`src/rtl/debounce_pkg.sv`:
```
// Shared types, button role indices and width helper for the debounced LED bar.
package debounce_pkg;

    typedef enum logic {
        MODE_BAR = 1'b0,
        MODE_DOT = 1'b1
    } led_mode_e;

    localparam int unsigned BTN_INC  = 0;
    localparam int unsigned BTN_DEC  = 1;
    localparam int unsigned BTN_CLR  = 2;
    localparam int unsigned BTN_MODE = 3;

    // Bits needed to hold the values 0..n inclusive.
    function automatic int unsigned cnt_w(input int unsigned n);
        return $clog2(n + 1);
    endfunction

endpackage

```
`src/rtl/debounce_ch.sv`:
```
// One button channel: 2-FF synchroniser, debounce counter, hold counter and
// registered press/release/long-press pulses.
module debounce_ch
    import debounce_pkg::*;
#(
    parameter int unsigned DB_CYCLES   = 50000,
    parameter int unsigned LONG_CYCLES = 25000000
) (
    input  logic clk,
    input  logic rst_n,
    input  logic button_i,
    output logic btn_state_o,
    output logic press_o,
    output logic release_o,
    output logic long_press_o
);

    localparam int unsigned DB_W   = (DB_CYCLES > 1) ? $clog2(DB_CYCLES) : 1;
    localparam int unsigned HOLD_W = cnt_w(LONG_CYCLES);

    localparam logic [DB_W-1:0]   DB_LAST   = DB_W'(DB_CYCLES - 1);
    localparam logic [HOLD_W-1:0] HOLD_LAST = HOLD_W'(LONG_CYCLES - 1);
    localparam logic [HOLD_W-1:0] HOLD_MAX  = HOLD_W'(LONG_CYCLES);

    logic [1:0]        sync_q;
    logic              state_q, state_d;
    logic              state_prev_q;
    logic [DB_W-1:0]   db_cnt_q, db_cnt_d;
    logic [HOLD_W-1:0] hold_q, hold_d;
    logic              press_q, press_d;
    logic              release_q, release_d;
    logic              long_q, long_d;

    // Any cycle where the synchronised input agrees with the accepted state restarts the count.
    always_comb begin
        state_d   = state_q;
        db_cnt_d  = '0;
        hold_d    = '0;
        press_d   = state_q & ~state_prev_q;
        release_d = ~state_q & state_prev_q;
        long_d    = state_q && (hold_q == HOLD_LAST);

        if (sync_q[1] != state_q) begin
            if (db_cnt_q == DB_LAST) begin
                state_d = ~state_q;
            end else begin
                db_cnt_d = db_cnt_q + DB_W'(1);
            end
        end

        if (state_q) begin
            hold_d = (hold_q == HOLD_MAX) ? hold_q : hold_q + HOLD_W'(1);
        end
    end

    always_ff @(posedge clk or negedge rst_n) begin
        if (!rst_n) begin
            sync_q       <= '0;
            state_q      <= 1'b0;
            state_prev_q <= 1'b0;
            db_cnt_q     <= '0;
            hold_q       <= '0;
            press_q      <= 1'b0;
            release_q    <= 1'b0;
            long_q       <= 1'b0;
        end else begin
            sync_q       <= {sync_q[0], button_i};
            state_q      <= state_d;
            state_prev_q <= state_q;
            db_cnt_q     <= db_cnt_d;
            hold_q       <= hold_d;
            press_q      <= press_d;
            release_q    <= release_d;
            long_q       <= long_d;
        end
    end

    assign btn_state_o  = state_q;
    assign press_o      = press_q;
    assign release_o    = release_q;
    assign long_press_o = long_q;

endmodule

```
`src/rtl/debounce_led_bar.sv`:
```
// N-channel debounced button front end driving a saturating level shown on an
// LED row as a bar or a single dot.
module debounce_led_bar
    import debounce_pkg::*;
#(
    parameter int unsigned N_BTN       = 5,
    parameter int unsigned N_LED       = 10,
    parameter int unsigned DB_CYCLES   = 50000,
    parameter int unsigned LONG_CYCLES = 25000000
) (
    input  logic                      clk,
    input  logic                      rst_n,
    input  logic [N_BTN-1:0]          button_i,
    output logic [N_BTN-1:0]          btn_state_o,
    output logic [N_BTN-1:0]          press_o,
    output logic [N_BTN-1:0]          release_o,
    output logic [N_BTN-1:0]          long_press_o,
    output logic [cnt_w(N_LED)-1:0]   level_o,
    output logic                      mode_o,
    output logic [N_LED-1:0]          leds_o
);

    localparam int unsigned LVL_W = cnt_w(N_LED);
    localparam logic [LVL_W-1:0] LVL_MAX = LVL_W'(N_LED);

    logic [LVL_W-1:0] level_q, level_d;
    led_mode_e        mode_q, mode_d;
    logic [N_LED-1:0] leds_q, leds_d;

    for (genvar g = 0; g < N_BTN; g++) begin : g_ch
        debounce_ch #(
            .DB_CYCLES   (DB_CYCLES),
            .LONG_CYCLES (LONG_CYCLES)
        ) u_ch (
            .clk          (clk),
            .rst_n        (rst_n),
            .button_i     (button_i[g]),
            .btn_state_o  (btn_state_o[g]),
            .press_o      (press_o[g]),
            .release_o    (release_o[g]),
            .long_press_o (long_press_o[g])
        );
    end

    // Level priority: long-press fill, clear, then inc/dec (which cancel when simultaneous).
    always_comb begin
        level_d = level_q;
        mode_d  = mode_q;

        if (long_press_o[BTN_INC]) begin
            level_d = LVL_MAX;
        end else if (press_o[BTN_CLR]) begin
            level_d = '0;
        end else if (press_o[BTN_INC] && !press_o[BTN_DEC]) begin
            if (level_q != LVL_MAX) level_d = level_q + LVL_W'(1);
        end else if (press_o[BTN_DEC] && !press_o[BTN_INC]) begin
            if (level_q != '0) level_d = level_q - LVL_W'(1);
        end

        if (press_o[BTN_MODE]) begin
            mode_d = (mode_q == MODE_BAR) ? MODE_DOT : MODE_BAR;
        end
    end

    always_comb begin
        leds_d = '0;
        for (int i = 0; i < N_LED; i++) begin
            if (mode_q == MODE_BAR) begin
                leds_d[i] = LVL_W'(i) < level_q;
            end else begin
                leds_d[i] = LVL_W'(i + 1) == level_q;
            end
        end
    end

    always_ff @(posedge clk or negedge rst_n) begin
        if (!rst_n) begin
            level_q <= '0;
            mode_q  <= MODE_BAR;
            leds_q  <= '0;
        end else begin
            level_q <= level_d;
            mode_q  <= mode_d;
            leds_q  <= leds_d;
        end
    end

    assign level_o = level_q;
    assign mode_o  = mode_q;
    assign leds_o  = leds_q;

endmodule
```
`config.mk`:
```
export PLATFORM = sky130hd
export DESIGN_NAME = debounce_led_bar
export DESIGN_NICKNAME = d
export VERILOG_FILES = /design/src/rtl/debounce_pkg.sv /design/src/rtl/debounce_ch.sv /design/src/rtl/debounce_led_bar.sv
export SDC_FILE = /design/constraint.sdc
export NUM_CORES = 1
export LEC_CHECK = 0
export ABC_CLOCK_PERIOD_IN_PS = 3910
export CORE_AREA = 5 5 186 277
export CTS_BUF_LIST = sky130_fd_sc_hd__clkbuf_8
export DETAILED_ROUTE_END_ITERATION = 10
export DIE_AREA = 0 0 191 282
export HOLD_SLACK_MARGIN = 0.05
export PLACE_DENSITY_LB_ADDON = 0.1
export SYNTH_ARGS = -nofsm -noshare
export SYNTH_HDL_FRONTEND = slang
export SYNTH_SLANG_ARGS = --single-unit
export TNS_END_PERCENT = 20
```
`constraint.sdc`:
```
create_clock -name clk -period 3.91 [get_ports clk]
set_input_delay 0.391 -clock clk [delete_from_list [all_inputs] [get_ports clk]]
set_output_delay 0.391 -clock clk [all_outputs]
set_load 0.03 [all_outputs]
```
### Layout detail, run 1

Region (70, 172) to (120, 222) um. Cells in grey, sequential cells in the stronger grey; small squares are vias.
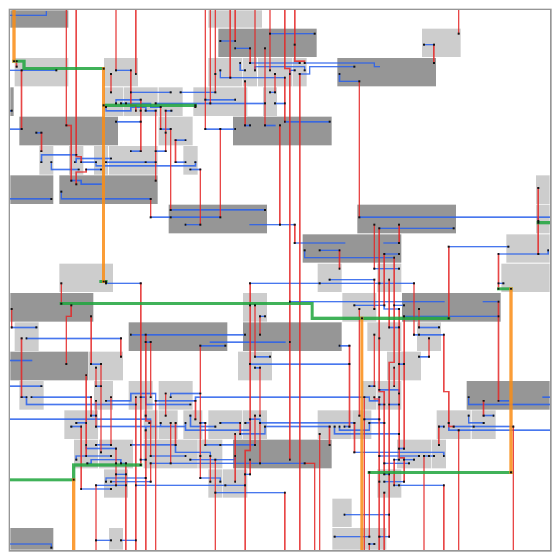
Orange marks M4. Red marks M2. Blue marks M1. Green marks M3.
77 logic cells have their middle in the window. Sequential cells in the window: 16. Netlist names of flops here include g_ch.u_ch.hold_q (10), g_ch.u_ch.db_cnt_q (5). Most frequent: dfrtp_1 (16), xnor2_1 (9).

### Cell placement, run 1

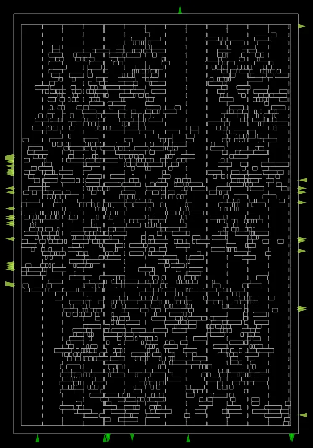
fraction of the core area covered by cells at the end of the flow: 29.94%
num tapcells: 656

### PDN straps and rails, run 1

(1.5 px per um) Pins as bars on the die edge.
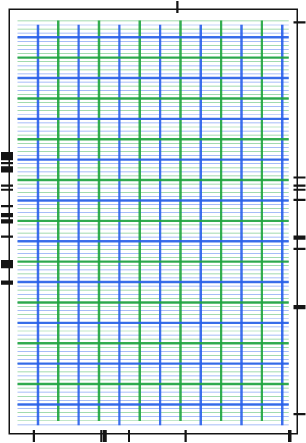
Green marks VDD. Blue marks VSS.
100 met1 rails follow the rows. 19 straps on met5. 42 signal pins sit on the boundary. 13 straps on met4.
die height: 282 um
Max VDD drop: 0.1785 mV
width of the chip: 191 um

==> out/results.txt, run 1 <==
outcome: finished, final reports clean
Register Area: 6381 um2
antenna violations before repair: 2
total tool warning count: 34
quantity of I/O buffers inserted on ports: 41
Seq share, synth: 50.95%
CP endpoint kind: primary output
Leading cell kind: flip-flops and latches
launch point of the worst hold path: button_i[2]
power consumption: 5.490 mW
EDFF count, synth: 0
Required @ worst endpoint: 3520 ps
Overflow after GRT: 0
remaining number of nets flagged by the antenna check after routing: 0
number of cells traversed by the worst register-to-register path: 6
internal power contribution: 4.222 mW
class of the most critical hold timing path: in -> reg
Sw Share: 23.11%
setup TNS: 0 ps
area delta synth->final: 16.36%
Worst Setup Path Type: reg -> out
number of cell instances after yosys synthesis: 1220
Routed wire per std cell: 14.08 um
number of max-slew violations in the final report: 0
fin cells: 1956
half-perimeter wire length after placement: 17610 um
Mapped Nets: 1247
switching power: 1.269 mW
cell chain of the critical path: clkdlybuf4s50_1
Hold EP: g_ch[2].u_ch.sync_q[0]$_DFF_PN0_
Hold Crit Depth: 1
cells resized by post-CTS repair: 0
Final clock-cell share: 6.902%
gate count after technology mapping: 1220
Root Buffer: clkbuf_8
core area: 48680 um2
clk sinks: 255
# DRC: 0
via count of the first global-routing pass: 9026
area fraction of the dominant cell type after synthesis: 50.95%
primary flip-flop cell chosen by synthesis mapping: dfrtp_1
Buffers, non-clock: 51
Layout Nets: 1290
leakage dissipation: 6.236 nW
Routed WL: 27540 um
Worst Skew: 12.45 ps
io pins: 42
count of filler cells inserted in the layout: 5037
summed instance area of the synthesized netlist: 12520 um2
H-tree Lvls: 2
floorplan-stage core utilization: 25.73%
Post-Syn Area per Cell: 10.27 um2
P per Cell Area: 376.7 nW/um2
final number of hold-violating endpoints: 0
flip-flop count of the largest register after layout: 125
Multi-Input Combinational: 881
start point of the critical path: mode_o$_DFFE_PN0P_
proportion of power drawn by combinational gates: 1.9%
reg2reg start: g_ch[4].u_ch.hold_q[0]$_DFFE_PN0P_
CP Capture Point: mode_o
clock slew seen by the registers of the worst setup and hold paths: 60 ps
headroom to the max-slew limit: 35.85%
top flop regs: g_ch.u_ch.hold_q: 125 flops, g_ch.u_ch.db_cnt_q: 80 flops
sequential power share: 48.7%
delay-heaviest family, CP: buffers and inverters
final non-filler cell area: 14570 um2
unrepaired setup endpoints after global routing: no
top power group: the clock network
worst slack after detailed placement: 1719 ps
global placement routability congestion: 0.7060
post-layout period usage of the worst path: 61.54%
leading post-synthesis cells by instance count: dfrtp_1 (255), xnor2_1 (123), nor2_1 (120), and2_1 (106), nand3_1 (79)
number of logic stages on the critical path including buffering: 1
most frequent cells in the layout: dfrtp_1 (255), xnor2_1 (123), nor2_1 (120), and2_1 (106), nand3_1 (79)
Clock net power: 2.72 mW
clkbuf count: 65
largest fanout on the critical path: 18
most common cell after layout, fill and taps aside: dfrtp_1
proportion of register bits with asynchronous set or reset after synthesis: 100.0%
minimum setup slack in the final design: 1504 ps
Post-CTS Setup Bufs: 0
total number of vias: 8443
Yosys top cell by instances: dfrtp_1
number of synthesis warnings: 0
Unique masters post-synth: 57
-- run 1: per-layer routing --
metal / vias up / global-route usage (%) / wire [um]
li1: 4203 / - / -
met1: 4089 / 13.09 / 12330
met2: 97 / 18.05 / 13410
met3: 54 / 2.118 / 981
met4: 0 / 3.925 / 821
met5: - / 0 / 0
-- run 1: repair_timing --
action / 4_1_cts / 5_1_grt
endpoints found under the setup margin: 0 / 0
hold endpoints to repair: 93 / 0
hold buffers: 1 / 0
-- run 1: cells by family (layout without fill, tap and decap cells) --
group,after synthesis,count (layout),synth area share (%)
AND/OR/NAND/NOR,625,625,27.83
flip-flops,255,255,50.95
XOR/XNOR,184,184,12.87
buffers and inverters,84,163,3.187
AND-OR/OR-AND,39,39,2.078
adder cells (fa/ha/maj),20,20,1.998
multiplexers,13,13,1.089
other,0,1,0
### Wire density map, run 1

(1.5 px per um) The die is cut into 19 by 28 equal tiles; dark purple is low, yellow is high, scaled to the fullest tile. Values are wire area over tile area, all layers added.
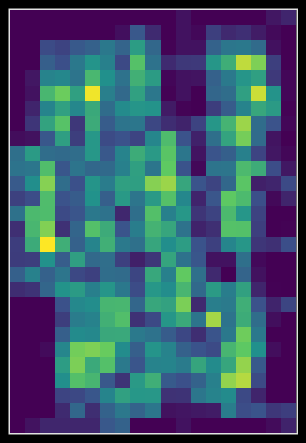

==> run 2, diff against run 1 <==
ABC_CLOCK_PERIOD_IN_PS = 2300   (was 3910)
clock period = 2.3 ns   (was 3.91 ns; I/O delays follow)
### Wire density map, run 2

(1.5 px per um) The die is cut into 19 by 28 equal tiles; dark purple is low, yellow is high, scaled to the fullest tile. Values are wire area over tile area, all layers added.
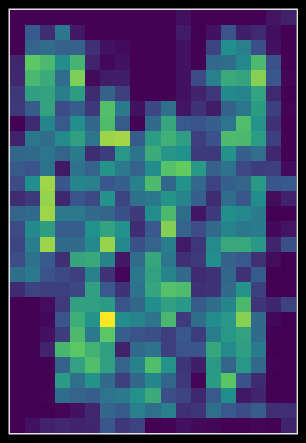
The mean over all tiles is 0.081. 19% of the tiles are nearly empty. The fullest tile reaches 0.29. 19% of the tiles are over half the peak. The emptiest ninth of the die: top middle.
Routed WL: 27770 um
total number of vias: 8593
Routed wire per std cell: 14.02 um

### Layout detail, run 2

Region (70, 172) to (120, 222) um. Cells in grey, sequential cells in the stronger grey; small squares are vias.
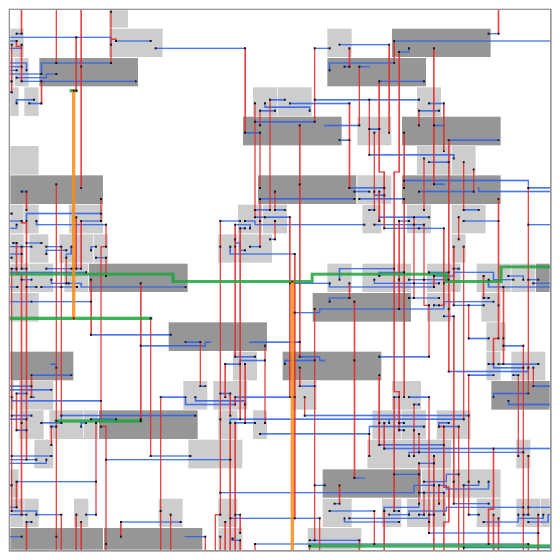
Red marks M2. Green marks M3. Orange marks M4. Blue marks M1.
Sequential cells in the window: 18. Netlist names of flops here include g_ch.u_ch.hold_q (11), g_ch.u_ch.db_cnt_q (6). Most frequent: dfrtp_1 (18), nand3_1 (9). 96 logic cells have their middle in the window.

### PDN straps and rails, run 2

(1.5 px per um) Pins as bars on the die edge.
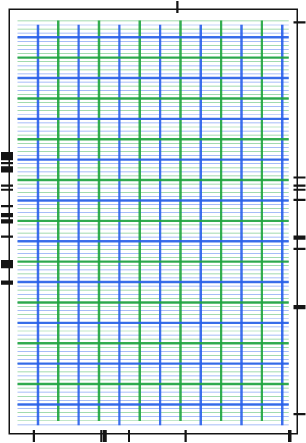
Green marks VDD. Blue marks VSS.
19 straps on met5. 100 met1 rails follow the rows. 42 signal pins sit on the boundary. 13 straps on met4.
core area: 48680 um2
Max VDD drop: 0.5126 mV

==> out/results.txt, run 2 <==
amount of wire on met2 after detailed routing: 13850 um
quantity of I/O buffers inserted on ports: 41
CP Capture Point: level_o[3]
class of the most critical hold timing path: in -> async
leakage dissipation: 6.358 nW
GR Layer Usage met3: 2.712%
Layout Nets: 1315
Worst Setup Path Type: reg -> out
clkbuf count: 65
sequential power share: 49.3%
Mapped Nets: 1247
met2 track demand over resource: 18.96%
internal power contribution: 7.071 mW
highest-utilization routing layer at the global route stage: met2
via count of the first global-routing pass: 9352
number of max-slew violations in the final report: 0
largest fanout on the critical path: 10
Basic Gates by Area: 27.83%
synth top area cells: dfrtp_1 (51%), xnor2_1 (8.6%), and2_1 (5.3%), xor2_1 (4.3%), nor2_1 (3.6%)
global placement routability congestion: 0.7165
Post-CTS Setup Bufs: 0
worst slack after detailed placement: 296.0 ps
remaining number of nets flagged by the antenna check after routing: 0
number of hold-repair buffers added at the cts stage: 6
flip-flop count of the largest register after layout: 125
top flop regs: g_ch.u_ch.hold_q: 125 flops, g_ch.u_ch.db_cnt_q: 80 flops
gate count after technology mapping: 1220
io pins: 42
outcome: finished, final reports clean
antenna violations before repair: 1
clock slew seen by the registers of the worst setup and hold paths: 60 ps
Root Buffer: clkbuf_8
post-synthesis share of cell area spent on xor and xnor gates: 12.87%
number of logic stages on the critical path including buffering: 1
switching power: 2.136 mW
setup TNS: 0 ps
Sw Share: 23.20%
leading post-synthesis cells by instance count: dfrtp_1 (255), xnor2_1 (123), nor2_1 (120), and2_1 (106), nand3_1 (79)
synthesized-area fraction occupied by adder cells: 1.998%
H-tree Lvls: 2
Multi-Input Combinational: 881
largest family of logic cells by area: simple AND/OR/NAND/NOR gates
proportion of power drawn by combinational gates: 2.1%
die height: 282 um
proportion of register bits with asynchronous set or reset after synthesis: 100.0%
Required @ worst endpoint: 2070 ps
Post-Syn Area per Cell: 10.27 um2
unrepaired setup endpoints after global routing: no
Register Area: 6382 um2
most frequent cells in the layout: dfrtp_1 (254), xnor2_1 (123), nor2_1 (120), and2_1 (106), nand3_1 (79)
detailed-route wire length on metal 1: 12030 um
Unique masters post-synth: 57
number of synthesis warnings: 0
# DRC: 0
EDFF count, synth: 0
summed instance area of the synthesized netlist: 12520 um2
reg2reg end: g_ch[3].u_ch.hold_q[15]$_DFFE_PN0P_
count of filler cells inserted in the layout: 5063
GR Layer Usage met1: 12.76%
start point of the critical path: level_o[3]$_DFFE_PN0P_
number of cell instances after yosys synthesis: 1220
Worst Skew: 21.61 ps
width of the chip: 191 um
number of cells traversed by the worst register-to-register path: 4
primary flip-flop cell chosen by synthesis mapping: dfrtp_1
Yosys top cell by instances: dfrtp_1
Final clock-cell share: 6.621%
num tapcells: 656
Buffers, non-clock: 76
headroom to the max-slew limit: 61.95%
Overflow after GRT: 0
floorplan-stage core utilization: 25.73%
minimum setup slack in the final design: 159.5 ps
fraction of the core area covered by cells at the end of the flow: 30.32%
most common cell after layout, fill and taps aside: dfrtp_1
area delta synth->final: 17.84%
final number of hold-violating endpoints: 0
Post-Synth AOI/OAI Area: 2.078%
half-perimeter wire length after placement: 18240 um
DR WL met3: 1130 um
fin cells: 1981
CP endpoint kind: primary output
delay-heaviest family, CP: buffers and inverters
mux frac, synth: 1.089%
Seq share, synth: 50.95%
[run 2: netlist changes by cell type in the layout (fill, tap and decap cells not counted), moves of 5 or more]
| cell | previous run | this run |
|---|---|---|
| inv_1 | 38 | 43 |
| dlygate4sd3_1 | 1 | 6 |
| clkinv_2 | 8 | 3 |
| buf_4 | 7 | 26 |
[run 2: logic make-up after synthesis]
logic type / Yosys count
AOI/OAI and AO/OA: 39
DFF: 255
muxes: 13
and+or+nand+nor: 625
adders and majority gates: 20
xor gates and xnor gates: 184
buffers and inverters: 84
[run 2: power groups by stage]
stage	logic (mW)	clock network [mW]	registers, mW
after floorplan	0.0515	0	4.62
after global placement	0.196	0	4.62
after detailed placement	0.196	0	4.62
after CTS	0.205	4.80	4.54
after global routing	0.229	4.98	4.54
final	0.189	4.48	4.54
### Cell placement, run 2

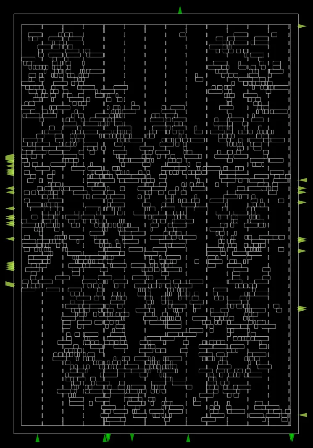

==> run 3, diff against run 2 <==
CORE_AREA = 5 5 187 280   (was 5 5 186 277)
DIE_AREA = 0 0 192 285   (was 0 0 191 282)
SYNTH_HIERARCHICAL = 1   (was default)
### Cell placement, run 3

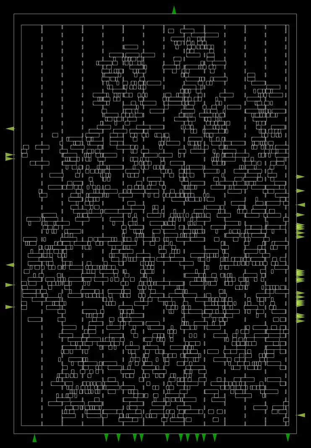
# rows: 100
count of filler cells inserted in the layout: 5125
fin cells: 2113
core area: 49420 um2

### Wire density map, run 3

(1.5 px per um) The die is cut into 19 by 28 equal tiles; dark purple is low, yellow is high, scaled to the fullest tile. Values are wire area over tile area, all layers added.
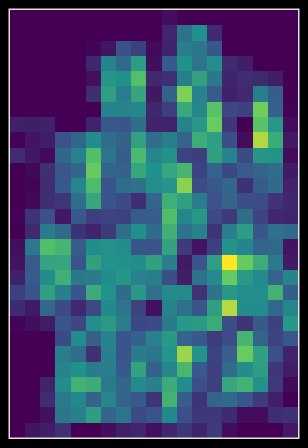
17% of the tiles are over half the peak. The fullest tile reaches 0.33. The densest ninth of the die: middle. The mean over all tiles is 0.091.
total number of vias: 9911
Total GRT Usage: 11.74%
Routed WL: 31670 um
Routed wire per std cell: 14.99 um

==> out/results.txt, run 3 <==
GR Layer Usage met3: 2.411%
Max VDD drop: 0.3018 mV
number of hold-repair buffers added at the cts stage: 8
number of logic stages on the critical path including buffering: 1
Yosys top cell by instances: dfrtp_1
class of the most critical hold timing path: reg -> reg
mux frac, synth: 0.9118%
remaining number of nets flagged by the antenna check after routing: 0
fraction of the core area covered by cells at the end of the flow: 31.04%
unrepaired setup endpoints after global routing: no
Hold Crit Depth: 0
Unique masters post-synth: 49
largest family of logic cells by area: simple AND/OR/NAND/NOR gates
synthesized-area fraction occupied by adder cells: 1.961%
leakage dissipation: 5.722 nW
delay-heaviest family, CP: buffers and inverters
Required @ worst endpoint: 2070 ps
Basic Gates by Area: 26.81%
combinational logic power: 213 uW
Overflow after GRT: 0
largest fanout on the critical path: 9
cell chain of the critical path: clkdlybuf4s50_1
leading post-synthesis cells by instance count: dfrtp_1 (255), nor2_1 (181), nand3_1 (95), xnor2_1 (95), a21oi_1 (63)
proportion of register bits with asynchronous set or reset after synthesis: 100.0%
DR WL met3: 1199 um
most frequent cells in the layout: dfrtp_1 (253), nor2_1 (181), nand3_1 (95), xnor2_1 (95), inv_1 (67)
most common cell after layout, fill and taps aside: dfrtp_1
Reg2Reg Setup Slack: 240 ps
synth top area cells: dfrtp_1 (50%), xnor2_1 (6.5%), nor2_1 (5.3%), nand3_1 (3.7%), nand4_1 (2.8%)
summed instance area of the synthesized netlist: 12760 um2
clock slew seen by the registers of the worst setup and hold paths: 60 ps
final non-filler cell area: 15340 um2
top power group: the clock network
Mapped Nets: 1330
io pins: 42
setup TNS: 0 ps
final number of hold-violating endpoints: 0
global placement routability congestion: 0.7456
CP Capture Point: btn_state_o[4]
minimum setup slack in the final design: 175.4 ps
outcome: finished, final reports clean
number of cell instances after yosys synthesis: 1303
area delta synth->final: 20.20%
power consumption: 9.562 mW
highest-utilization routing layer at the global route stage: met2
internal power contribution: 7.330 mW
Layout Nets: 1438
Post-Syn Area per Cell: 9.795 um2
Post-CTS Setup Bufs: 0
width of the chip: 192 um
amount of wire on met2 after detailed routing: 16440 um
gate count after technology mapping: 1303
number of cells traversed by the worst register-to-register path: 5
Hold EP: g_ch[4].u_ch/sync_q[1]$_DFF_PN0_
CP endpoint kind: primary output
top flop regs: g_ch.u_ch/hold_q: 125 flops, g_ch.u_ch/db_cnt_q: 80 flops
half-perimeter wire length after placement: 21510 um
total tool warning count: 34
number of max-slew violations in the final report: 0
met2 track demand over resource: 21.28%
primary flip-flop cell chosen by synthesis mapping: dfrtp_1
clk sinks: 255
Worst Skew: 30.91 ps
Seq share, synth: 50.00%
switching power: 2.232 mW
Post-Synth AOI/OAI Area: 8.461%
power attributed to sequential cells: 4.55 mW
floorplan-stage core utilization: 25.82%
start point of the critical path: g_ch[4].u_ch/btn_state_o$_DFFE_PN0P_
P per Cell Area: 623.3 nW/um2
Root Buffer: clkbuf_8
Clock net power: 4.80 mW
area fraction of the dominant cell type after synthesis: 50.00%
sequential power share: 47.6%
highest-delay cell along the critical path: clkdlybuf4s50_1
via count of the first global-routing pass: 10270
highest layer used for signal routing: met4
H-tree Lvls: 2
EDFF count, synth: 0
antenna violations before repair: 1
reg2reg start: g_ch[3].u_ch/hold_q[0]$_DFFE_PN0P_
post-synthesis share of cell area spent on xor and xnor gates: 8.716%
post-layout period usage of the worst path: 92.38%
### Layout detail, run 3

Region (71, 174) to (121, 224) um. Cells in grey, sequential cells in the stronger grey; small squares are vias.
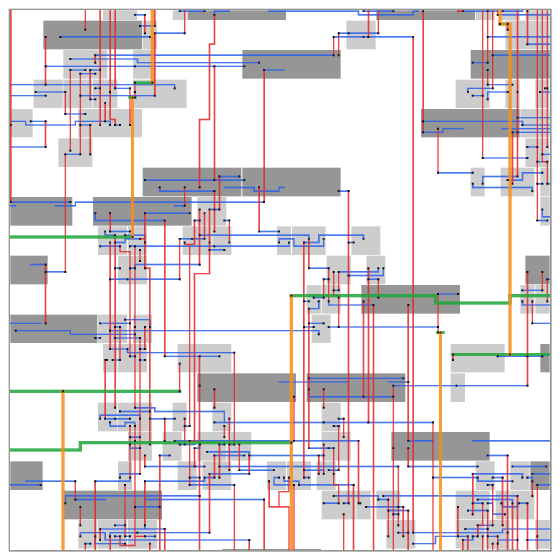
Green marks M3. Red marks M2. Blue marks M1. Orange marks M4.
88 logic cells have their middle in the window. Most frequent: dfrtp_1 (14), a21oi_1 (9). Netlist names of flops here include g_ch.u_ch/hold_q (11), g_ch.u_ch/db_cnt_q (2). Sequential cells in the window: 14.

[run 3: cell count changes after synthesis, moves of 29 or more]
cell and delta:
inv_1 +30, nor2_1 +61, or4_1 +38, and3_1 -32, o31ai_1 +32, and2_1 -104
xor2_1 -29, nor4_1 +31, a21oi_1 +57
[run 3: final cells by class]
| class | count | area [um2] | area share [%] |
|---|---|---|---|
| Tap cell | 663 | 829.5 | 5.408 |
| Inverter | 62 | 232.7 | 1.517 |
| Clock inverter | 23 | 157.7 | 1.028 |
| Antenna cell | 1 | 2.502 | 0.01631 |
| Clock buffer | 65 | 894.6 | 5.832 |
| Sequential cell | 255 | 6384 | 41.62 |
| Timing Repair Buffer | 91 | 858.3 | 5.595 |
| Multi-Input combinational cell | 953 | 5981 | 38.99 |
Power and IR drop assume default switching activity.
